**src/rtl/multicycle_control_pkg.sv**
```systemverilog
// Shared opcodes, state encoding and datapath select codes for the multicycle RV32I controller.
package multicycle_control_pkg;

  localparam logic [6:0] OP_R    = 7'd51;
  localparam logic [6:0] OP_I    = 7'd19;
  localparam logic [6:0] OP_LW   = 7'd3;
  localparam logic [6:0] OP_SW   = 7'd35;
  localparam logic [6:0] OP_B    = 7'd99;
  localparam logic [6:0] OP_JAL  = 7'd111;
  localparam logic [6:0] OP_JALR = 7'd103;

  typedef enum logic [3:0] {
    S_FETCH    = 4'd0,
    S_DECODE   = 4'd1,
    S_MEMADR   = 4'd2,
    S_MEMREAD  = 4'd3,
    S_MEMWB    = 4'd4,
    S_MEMWRITE = 4'd5,
    S_EXECR    = 4'd6,
    S_EXECI    = 4'd7,
    S_ALUWB    = 4'd8,
    S_JAL      = 4'd9,
    S_JALR     = 4'd10,
    S_JALR2    = 4'd11,
    S_BEQ      = 4'd12,
    S_ILLEGAL  = 4'd13,
    S_TRAP     = 4'd14
  } state_t;

  localparam logic [1:0] RES_ALUOUT    = 2'b00;
  localparam logic [1:0] RES_MEMDATA   = 2'b01;
  localparam logic [1:0] RES_ALURESULT = 2'b10;

  localparam logic [1:0] SRCA_PC    = 2'b00;
  localparam logic [1:0] SRCA_OLDPC = 2'b01;
  localparam logic [1:0] SRCA_RS1   = 2'b10;

  localparam logic [1:0] SRCB_RS2  = 2'b00;
  localparam logic [1:0] SRCB_IMM  = 2'b01;
  localparam logic [1:0] SRCB_FOUR = 2'b10;

  localparam logic [1:0] ALUOP_ADD   = 2'b00;
  localparam logic [1:0] ALUOP_SUB   = 2'b01;
  localparam logic [1:0] ALUOP_FUNCT = 2'b10;

  localparam logic [1:0] IMM_I = 2'b00;
  localparam logic [1:0] IMM_S = 2'b01;
  localparam logic [1:0] IMM_B = 2'b10;
  localparam logic [1:0] IMM_J = 2'b11;

  // R-type and unknown opcodes have no immediate; I format is a harmless default.
  function automatic logic [1:0] imm_src_of(input logic [6:0] op);
    logic [1:0] sel;
    sel = IMM_I;
    case (op)
      OP_SW:   sel = IMM_S;
      OP_B:    sel = IMM_B;
      OP_JAL:  sel = IMM_J;
      default: sel = IMM_I;
    endcase
    return sel;
  endfunction

endpackage

```
**src/rtl/multicycle_control_mem_wait_timer.sv**
```systemverilog
// Counts not-ready cycles in a memory wait state and flags the last allowed cycle.
module mem_wait_timer #(
  parameter int TIMEOUT = 16
) (
  input  logic i_clk,
  input  logic i_rst,
  input  logic i_clear,
  input  logic i_count,
  output logic o_expire
);

  localparam int W       = (TIMEOUT > 0) ? $clog2(TIMEOUT + 1) : 1;
  localparam int LIMIT_I = (TIMEOUT > 0) ? TIMEOUT - 1 : 0;
  localparam logic [W-1:0] LIMIT = W'(LIMIT_I);

  logic [W-1:0] r_count;

  always_ff @(posedge i_clk) begin
    if (i_rst || i_clear) begin
      r_count <= '0;
    end else if (i_count && (TIMEOUT > 0)) begin
      r_count <= r_count + W'(1);
    end
  end

  // Expire marks the TIMEOUT-th not-ready cycle, so the FSM can still honour a late ready.
  assign o_expire = (TIMEOUT > 0) && (r_count == LIMIT);

endmodule

```
**src/rtl/multicycle_control.sv**
```systemverilog
// Multicycle RV32I main controller: sequences fetch/decode/execute/memory/writeback control
// with a memory ready handshake, wait timeout and illegal-opcode trap.
module multicycle_control
  import multicycle_control_pkg::*;
#(
  parameter int MEM_WAIT = 1,
  parameter int TIMEOUT  = 16,
  parameter int TRAP_EN  = 1
) (
  input  logic       i_clk,
  input  logic       i_rst,
  input  logic [6:0] i_op,
  input  logic       i_zero,
  input  logic       i_mem_ready,
  output logic       o_pc_en,
  output logic       o_ir_write,
  output logic       o_adr_src,
  output logic       o_mem_write,
  output logic       o_reg_write,
  output logic       o_link,
  output logic [1:0] o_result_src,
  output logic [1:0] o_alu_src_a,
  output logic [1:0] o_alu_src_b,
  output logic [1:0] o_alu_op,
  output logic [1:0] o_imm_src,
  output logic       o_illegal,
  output logic       o_trap
);

  state_t r_state;
  state_t w_next;
  logic   r_from_jump;
  logic   w_ready;
  logic   w_in_wait;
  logic   w_expire;
  logic   w_pc_write;
  logic   w_branch;

  assign w_ready   = (MEM_WAIT != 0) ? i_mem_ready : 1'b1;
  assign w_in_wait = (r_state == S_FETCH) || (r_state == S_MEMREAD) || (r_state == S_MEMWRITE);

  // Any state change restarts the wait count, so every wait state is entered at zero.
  mem_wait_timer #(.TIMEOUT(TIMEOUT)) u_timer (
    .i_clk    (i_clk),
    .i_rst    (i_rst),
    .i_clear  (w_next != r_state),
    .i_count  (w_in_wait && !w_ready),
    .o_expire (w_expire)
  );

  always_ff @(posedge i_clk) begin
    if (i_rst) begin
      r_state     <= S_FETCH;
      r_from_jump <= 1'b0;
    end else begin
      r_state     <= w_next;
      r_from_jump <= (r_state == S_JAL) || (r_state == S_JALR2);
    end
  end

  always_comb begin
    w_next = r_state;
    case (r_state)
      S_FETCH: begin
        if (w_ready)       w_next = S_DECODE;
        else if (w_expire) w_next = S_TRAP;
      end
      S_DECODE: begin
        case (i_op)
          OP_LW, OP_SW: w_next = S_MEMADR;
          OP_R:         w_next = S_EXECR;
          OP_I:         w_next = S_EXECI;
          OP_JAL:       w_next = S_JAL;
          OP_JALR:      w_next = S_JALR;
          OP_B:         w_next = S_BEQ;
          default:      w_next = S_ILLEGAL;
        endcase
      end
      S_MEMADR:  w_next = (i_op == OP_SW) ? S_MEMWRITE : S_MEMREAD;
      S_MEMREAD: begin
        if (w_ready)       w_next = S_MEMWB;
        else if (w_expire) w_next = S_TRAP;
      end
      S_MEMWB:   w_next = S_FETCH;
      S_MEMWRITE: begin
        if (w_ready)       w_next = S_FETCH;
        else if (w_expire) w_next = S_TRAP;
      end
      S_EXECR:   w_next = S_ALUWB;
      S_EXECI:   w_next = S_ALUWB;
      S_ALUWB:   w_next = S_FETCH;
      S_JAL:     w_next = S_ALUWB;
      S_JALR:    w_next = S_JALR2;
      S_JALR2:   w_next = S_ALUWB;
      S_BEQ:     w_next = S_FETCH;
      S_ILLEGAL: w_next = (TRAP_EN != 0) ? S_TRAP : S_FETCH;
      S_TRAP:    w_next = S_TRAP;
      default:   w_next = S_FETCH;
    endcase
  end

  always_comb begin
    w_pc_write   = 1'b0;
    w_branch     = 1'b0;
    o_ir_write   = 1'b0;
    o_adr_src    = 1'b0;
    o_mem_write  = 1'b0;
    o_reg_write  = 1'b0;
    o_link       = 1'b0;
    o_result_src = RES_ALUOUT;
    o_alu_src_a  = SRCA_PC;
    o_alu_src_b  = SRCB_RS2;
    o_alu_op     = ALUOP_ADD;
    o_illegal    = 1'b0;
    o_trap       = 1'b0;
    case (r_state)
      S_FETCH: begin
        o_alu_src_b  = SRCB_FOUR;
        o_result_src = RES_ALURESULT;
        o_ir_write   = w_ready;
        w_pc_write   = w_ready;
      end
      S_DECODE: begin
        o_alu_src_a = SRCA_OLDPC;
        o_alu_src_b = SRCB_IMM;
      end
      S_MEMADR: begin
        o_alu_src_a = SRCA_RS1;
        o_alu_src_b = SRCB_IMM;
      end
      S_MEMREAD: o_adr_src = 1'b1;
      S_MEMWB: begin
        o_result_src = RES_MEMDATA;
        o_reg_write  = 1'b1;
      end
      S_MEMWRITE: begin
        o_adr_src   = 1'b1;
        o_mem_write = 1'b1;
      end
      S_EXECR: begin
        o_alu_src_a = SRCA_RS1;
        o_alu_op    = ALUOP_FUNCT;
      end
      S_EXECI: begin
        o_alu_src_a = SRCA_RS1;
        o_alu_src_b = SRCB_IMM;
        o_alu_op    = ALUOP_FUNCT;
      end
      S_ALUWB: begin
        o_reg_write = 1'b1;
        o_link      = r_from_jump;
      end
      S_JAL: begin
        o_alu_src_a = SRCA_OLDPC;
        o_alu_src_b = SRCB_FOUR;
        w_pc_write  = 1'b1;
        o_link      = 1'b1;
      end
      S_JALR: begin
        o_alu_src_a = SRCA_RS1;
        o_alu_src_b = SRCB_IMM;
      end
      S_JALR2: begin
        o_alu_src_a  = SRCA_OLDPC;
        o_alu_src_b  = SRCB_FOUR;
        o_result_src = RES_ALURESULT;
        w_pc_write   = 1'b1;
        o_link       = 1'b1;
      end
      S_BEQ: begin
        o_alu_src_a = SRCA_RS1;
        o_alu_op    = ALUOP_SUB;
        w_branch    = 1'b1;
      end
      S_ILLEGAL: o_illegal = 1'b1;
      S_TRAP:    o_trap    = 1'b1;
      default: ;
    endcase
    // Reset abandons whatever is in flight: nothing may be written during the reset cycle.
    if (i_rst) begin
      w_pc_write   = 1'b0;
      w_branch     = 1'b0;
      o_ir_write   = 1'b0;
      o_adr_src    = 1'b0;
      o_mem_write  = 1'b0;
      o_reg_write  = 1'b0;
      o_link       = 1'b0;
      o_result_src = 2'b00;
      o_alu_src_a  = 2'b00;
      o_alu_src_b  = 2'b00;
      o_alu_op     = 2'b00;
      o_illegal    = 1'b0;
      o_trap       = 1'b0;
    end
  end

  assign o_pc_en   = w_pc_write | (w_branch & i_zero);
  assign o_imm_src = imm_src_of(i_op);

endmodule
```
**config.mk**
```make
export PLATFORM = sky130hd
export DESIGN_NAME = multicycle_control
export DESIGN_NICKNAME = d
export VERILOG_FILES = /design/src/rtl/multicycle_control_pkg.sv /design/src/rtl/multicycle_control_mem_wait_timer.sv /design/src/rtl/multicycle_control.sv
export SDC_FILE = /design/constraint.sdc
export NUM_CORES = 1
export LEC_CHECK = 0
export CAP_MARGIN = 15
export CORE_UTILIZATION = 45
export DETAILED_ROUTE_END_ITERATION = 16
export HOLD_SLACK_MARGIN = 0.08
export MAX_ROUTING_LAYER = met4
export PLACE_DENSITY_LB_ADDON = 0.3
export RECOVER_POWER = 100
export SYNTH_ARGS = -nofsm -noshare
export SYNTH_HDL_FRONTEND = slang
export SYNTH_SLANG_ARGS = --single-unit
```
**constraint.sdc**
```tcl
create_clock -name i_clk -period 5.8 [get_ports i_clk]
set_input_delay 0.58 -clock i_clk [delete_from_list [all_inputs] [get_ports i_clk]]
set_output_delay 0.58 -clock i_clk [all_outputs]
set_load 0.02 [all_outputs]
```
==> results.txt, run 1 <==
run metrics: antenna cells 0, DP Area 1350 µm², total gr overflow 0, fin crit period ~3.3 ns, clk_skew 0.00604 ns, NumNets Final 183, largest non-sequential cell family by area simple AND/OR/NAND/NOR gates, count of input and output buffers 28, critical path type input pin to output pin, Slowest Stage Delay on Critical Path between 0.7 and 0.8 ns, Final period util 56.8%, drt pass-1 iters 4, worst min-delay path class flip-flop to flip-flop, Net Count, Synth ~160, Final Core Density 60.0%, status finished clean, Post-CTS Setup Inserts 0, worst vdd ir around 0.00013 V, comb. cell area slightly below 800 µm², register area between 200 and 250 µm², bufs w/o clock 28, Starting Density around half, final instance area roughly 1400 µm², reg2reg path depth 6, most numerous logic cells after layout dlygate4sd3_1 (20), nor2_1 (15), nand2_1 (13)
run 1: flip-flops by register name, indices dropped and copies added (netlist names):
register	cells
u_timer.r_count	5
r_state	4
r_from_jump	1
run 1: where the power goes:
part / switching, mW / internal (mW) / leakage [nW]
Sequential: 0.0246 / 0.0754 / 0.0812
Combinational: 0.0904 / 0.0702 / 0.437
Clock: 0.0224 / 0.0239 / 0.0138
run 1: synthesized netlist by cell type, drive strengths merged:
cell type | n | area (µm²)
nor2 | 15 | 56.3
nand2 | 13 | 48.8
nor3 | 12 | 65.1
a21oi | 11 | 62.6
dfxtp | 10 | 200
o21ai | 9 | 48.8
inv | 8 | 30.0
buf | 7 | 46.3
clkbuf | 5 | 18.8
nand3 | 4 | 20.0
or4b | 4 | 40.0
a31oi | 3 | 33.8
and3 | 3 | 18.8
nand2b | 3 | 18.8
o211ai | 3 | 27.5
xnor2 | 3 | 26.3
xor2 | 3 | 26.3
a21boi | 2 | 15.0
a221o | 2 | 20.0
and3b | 2 | 17.5
ha | 2 | 25.0
mux2i | 2 | 20.0
nand3b | 2 | 15.0
nand4 | 2 | 12.5
nor2b | 2 | 12.5
nor3b | 2 | 20.0
nor4 | 2 | 12.5
nor4b | 2 | 23.8
a2111oi | 1 | 27.5
a21o | 1 | 7.51
a22o | 1 | 8.76
a22oi | 1 | 7.51
a311oi | 1 | 15.0
and4b | 1 | 10.0
o21a | 1 | 7.51
o221ai | 1 | 8.76
o22ai | 1 | 6.26
or2b | 1 | 7.51
or3 | 1 | 6.26
run 1: per-layer routing:
metal / wire, µm / part of all wire (%) / vias to the layer above / track usage (%)
li1: - / - / 580 / -
met5: 0 / 0 / - / -
met3: 124 / 4.6 / 2 / 5.36
met4: 12 / 0.45 / 0 / 2.70
met1: 1260 / 47 / 544 / 27.8
met2: 1270 / 47 / 33 / 36.4
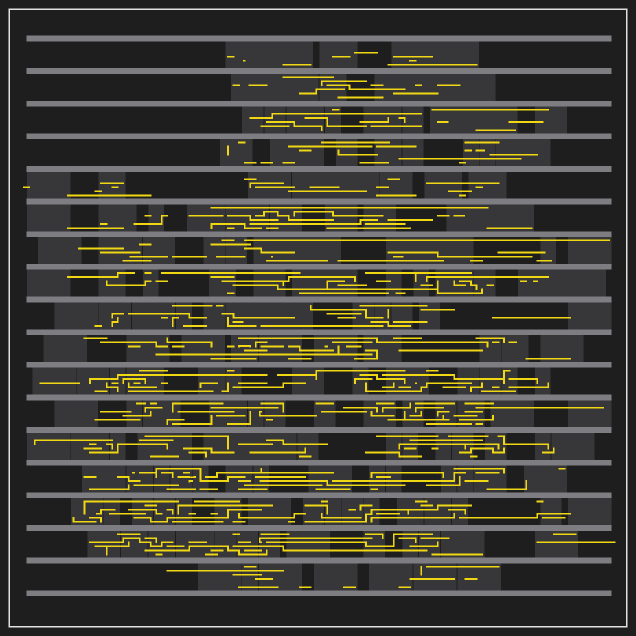
Fig. 1. Signal wires on met1 (run 1).
(12 px per µm) Supply wires on this layer in gray.
longest straight run	30.4 µm
nets with wire on the layer	160
vias: 1,159
GR Util met1: 27.8%
total routed wirelength: 2670 µm

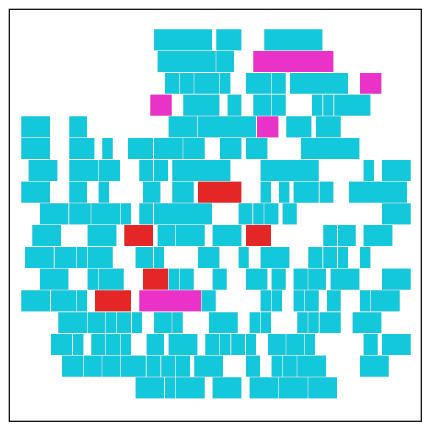
Fig. 2. Sizing map (run 1).
(8 px per µm)
size	color	cells	share
_3 and _4 cells	magenta	5	3.0%
_0 and _1 cells	cyan	158	94%
_2 cells	red	5	3.0%

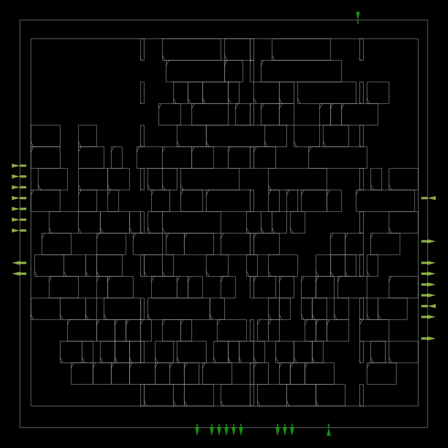
Fig. 3. Placed standard cells (run 1).
filler cell count: 225
Core Area: 2250 µm²
TAP cells: 28

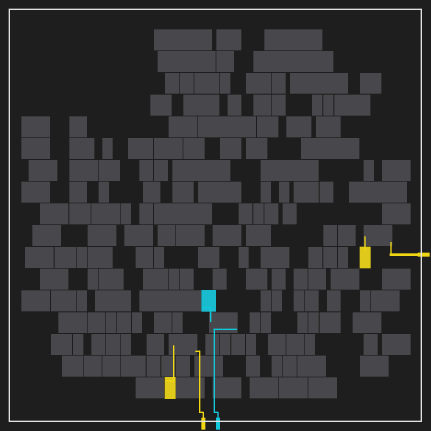
Fig. 4. Port wiring (run 1).
(8 px per µm)
port	color	direction	end cells	buffers	wire
o_alu_src_b	yellow	output	2	2	21.3 µm
o_illegal	cyan	output	1	1	16.9 µm

==> run 2: changes to the inputs <==
Settings changed: CORE_UTILIZATION 45 to 44.
Clock period 5.8 ns to 2.9 ns, I/O delays scaled along.
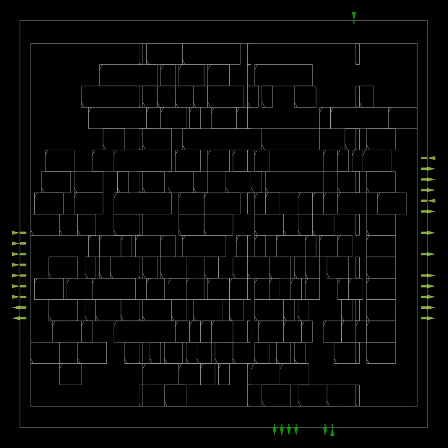
Fig. 5. Placed standard cells (run 2).
registers: 10
# rows: 17
Core Area: 2280 µm²
filler cell count: 224
Final Core Density: 61.1%

==> run 2 against run 1 <==
- largest cell class unchanged
- critical path type unchanged
- synthesized cell count unchanged
- via count up 1.1%
- clock skew up 0.00064 ns
==> results.txt, run 2 <==
run metrics: clk_skew 0.00669 ns, cell type with the largest total area dfxtp_1, Main area contributors dfxtp_1 (18%), nor2_1 (5.1%), nor3_1 (5.0%), nand2_1 (4.5%), a21oi_1 (4.1%), most numerous logic cells after layout dlygate4sd3_1 (19), nor2_1 (15), nand2_1 (13), Post-CTS Setup Inserts 0, worst vdd ir around 0.00028 V, Final period util 90.2%, Largest regs u_timer.r_count x5, r_state x4, r_from_jump x1, critical path type input pin to output pin, Top cell area share 18.3%, fin crit period 2.62 ns, NumNets Final 186, Synth Flop Type dfxtp_1, number of flip-flops in the largest register 5, EDFF count, synth 0, Post-synth top cells nor2_1 (15), nand2_1 (13), nor3_1 (11), total routed wirelength 2750 µm, count of input and output buffers 28, worst min-delay path class flip-flop to flip-flop, reg2reg path depth 9, final instance area 1390 µm², Starting Density 48.1%, status finished clean, first-pass GRT wire length 4530 µm, drt pass-1 iters 4, Net Count, Synth 162, Slew HR 58.9%
run 2: cell type report:
| type | instances | area (µm²) |
|---|---|---|
| well taps | 28 | 35.0 |
| multi-input cells | 119 | 800 |
| inverters | 8 | 30.0 |
| flip-flops and latches | 10 | 200 |
| clock buffers | 3 | 22.5 |
| repair buffers | 31 | 303 |
| fillers | 224 | 886 |
run 2: worst max path at each step:
stage	endpoint	slack [ns]	cells after the start
floorplan	u_timer.r_count[0]	0.74	9
global placement	o_imm_src[0]	0.46	5
detailed placement	o_imm_src[0]	0.35	5
CTS	o_pc_en	0.33	6
global route	o_pc_en	0.14	6
finish	o_imm_src[0]	0.28	5
run 2: critical path: stages:
cell and delay [ns]:
clkdlybuf4s50_1 0.49, or4b_1 0.58, nor2_1 0.19, a21o_1 0.11, dlygate4sd3_1 0.66
run 2: per-layer routing:
metal / vias up / routed length (µm) / track usage (%)
met5: - / 0 / -
met1: 516 / 1160 / 27.7
met3: 6 / 205 / 6.43
met2: 62 / 1330 / 37.6
met4: 0 / 51 / 5.86
li1: 588 / - / -
run 2: kinds of logic (layout without fill, tap and decap cells):
| logic type | Yosys count | in the layout | share of synthesized area [%] |
|---|---|---|---|
| compound gates | 38 | 38 | 27.1 |
| xor+xnor | 6 | 6 | 4.80 |
| fa+ha+maj | 2 | 2 | 2.29 |
| buf+inv | 20 | 42 | 8.69 |
| flops | 10 | 10 | 18.3 |
| mux | 2 | 2 | 1.83 |
| simple gates | 71 | 71 | 37.0 |
run 2: report_power, final:
part	switching [mW]	internal (mW)
logic	0.199	0.150
registers	0.0362	0.151
clock network	0.0408	0.0476
total	0.276	0.348
==> run 3: changes to the inputs <==
Settings changed: CAP_MARGIN 15 to unset.
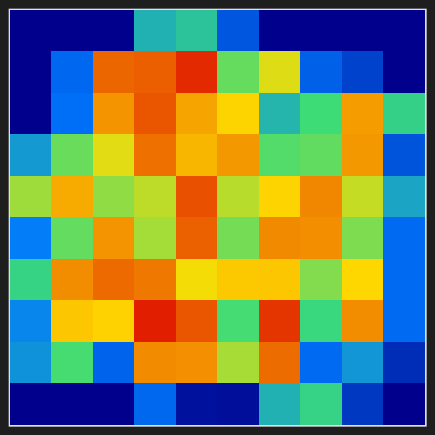
Fig. 6. Placement density heat map (run 3).
(8 px per µm) The die is cut into 10 by 10 equal tiles; dark blue is low, red is high, 0 to 100% covered.
nearly empty tiles	14%
densest ninth of the die	center
emptiest ninth of the die	upper right
mean over tiles	50%
fullest tile	97%
tiles over 75% full	35%

==> run 3 against run 2 <==
- via count did not move
- worst hold slack unchanged
- largest cell class unchanged
- non-clock buffer count stayed put
- combinational power is essentially flat
==> results.txt, run 3 <==
run metrics: NumNets Final roughly 190, clk_skew between 0.006 and 0.007 ns, Post-CTS Setup Inserts 0, most numerous logic cells after layout dlygate4sd3_1 (19), nor2_1 (15), nand2_1 (13), vias 1,172, drt pass-1 iters 4, Yosys top cell by instances nor2_1, first-pass GRT wire length 4530 µm, cell type with the largest total area dfxtp_1, largest register by flop count u_timer.r_count, Top Layer Used met4, WL met1 between 1000 and 1500 µm, worst min-delay path class flip-flop to flip-flop, Post-synth top cells nor2_1 (15), nand2_1 (13), nor3_1 (11), busiest metal layer after global routing met2, Met2 Wirelength 1330 µm, total routed wirelength 2750 µm, Final Core Density 61.1%, fin crit period 2.62 ns, Net Count, Synth approximately 160, status finished clean, DR WL met3 205 µm, Largest regs u_timer.r_count x5, r_state x4, r_from_jump x1, critical path type input pin to output pin, number of flip-flops in the largest register 5, Synth Flop Type dfxtp_1, EDFF count, synth 0, ys async rst share 0%
run 3: cell counts in the layout (fill, tap and decap cells not counted):
Identical to the previous run, type by type.
run 3: cells by family after synthesis:
logic type               Yosys count  synth area share [%]
multiplexers                       2                  1.83
buffers and inverters             20                  8.69
AND-OR/OR-AND                     38                  27.1
XOR/XNOR                           6                  4.80
adder cells (fa/ha/maj)            2                  2.29
AND/OR/NAND/NOR                   71                  37.0
flip-flops                        10                  18.3
run 3: path summary, 6_finish.rpt:
kind,to,slack (ns),cells past startpoint
worst max-delay path,o_imm_src[0],0.28,5
worst min-delay path,u_timer.r_count[1],0.56,2
worst max register to register,u_timer.r_count[1],0.50,9
worst min register to register,u_timer.r_count[1],0.56,2
run 3: final cells by class:
type	count	area (µm²)
well taps	28	35.0
clock buffers	3	22.5
fillers	224	886
inverters	8	30.0
flip-flops and latches	10	200
repair buffers	31	303
multi-input cells	119	800
run 3: worst max-delay path: stages:
cell and delay (ns):
clkdlybuf4s50_1 0.49, or4b_1 0.58, nor2_1 0.19, a21o_1 0.11, dlygate4sd3_1 0.66
run 3: per-stage QoR:
step / cells / area (µm²) / total power [mW] / hold slack [ns] / worst slack (ns)
finish: 199 / 1390 / 0.624 / 0.556 / 0.284
global route: 199 / 1390 / 0.668 / 0.568 / 0.138
CTS: 199 / 1390 / 0.634 / 0.552 / 0.334
detailed placement: 196 / 1370 / 0.542 / 0.545 / 0.345
global placement: 196 / 1370 / 0.534 / 0.532 / 0.457
floorplan: 149 / 1090 / 0.452 / 0.514 / 0.744
run 3: power by group:
group / switching, mW / total [mW] / internal (mW)
clock: 0.0408 / 0.0884 / 0.0476
combinational: 0.199 / 0.349 / 0.150
sequential: 0.0362 / 0.187 / 0.151
total: 0.276 / 0.624 / 0.348
No activity file was given, so power comes from the tool's default toggle rates.
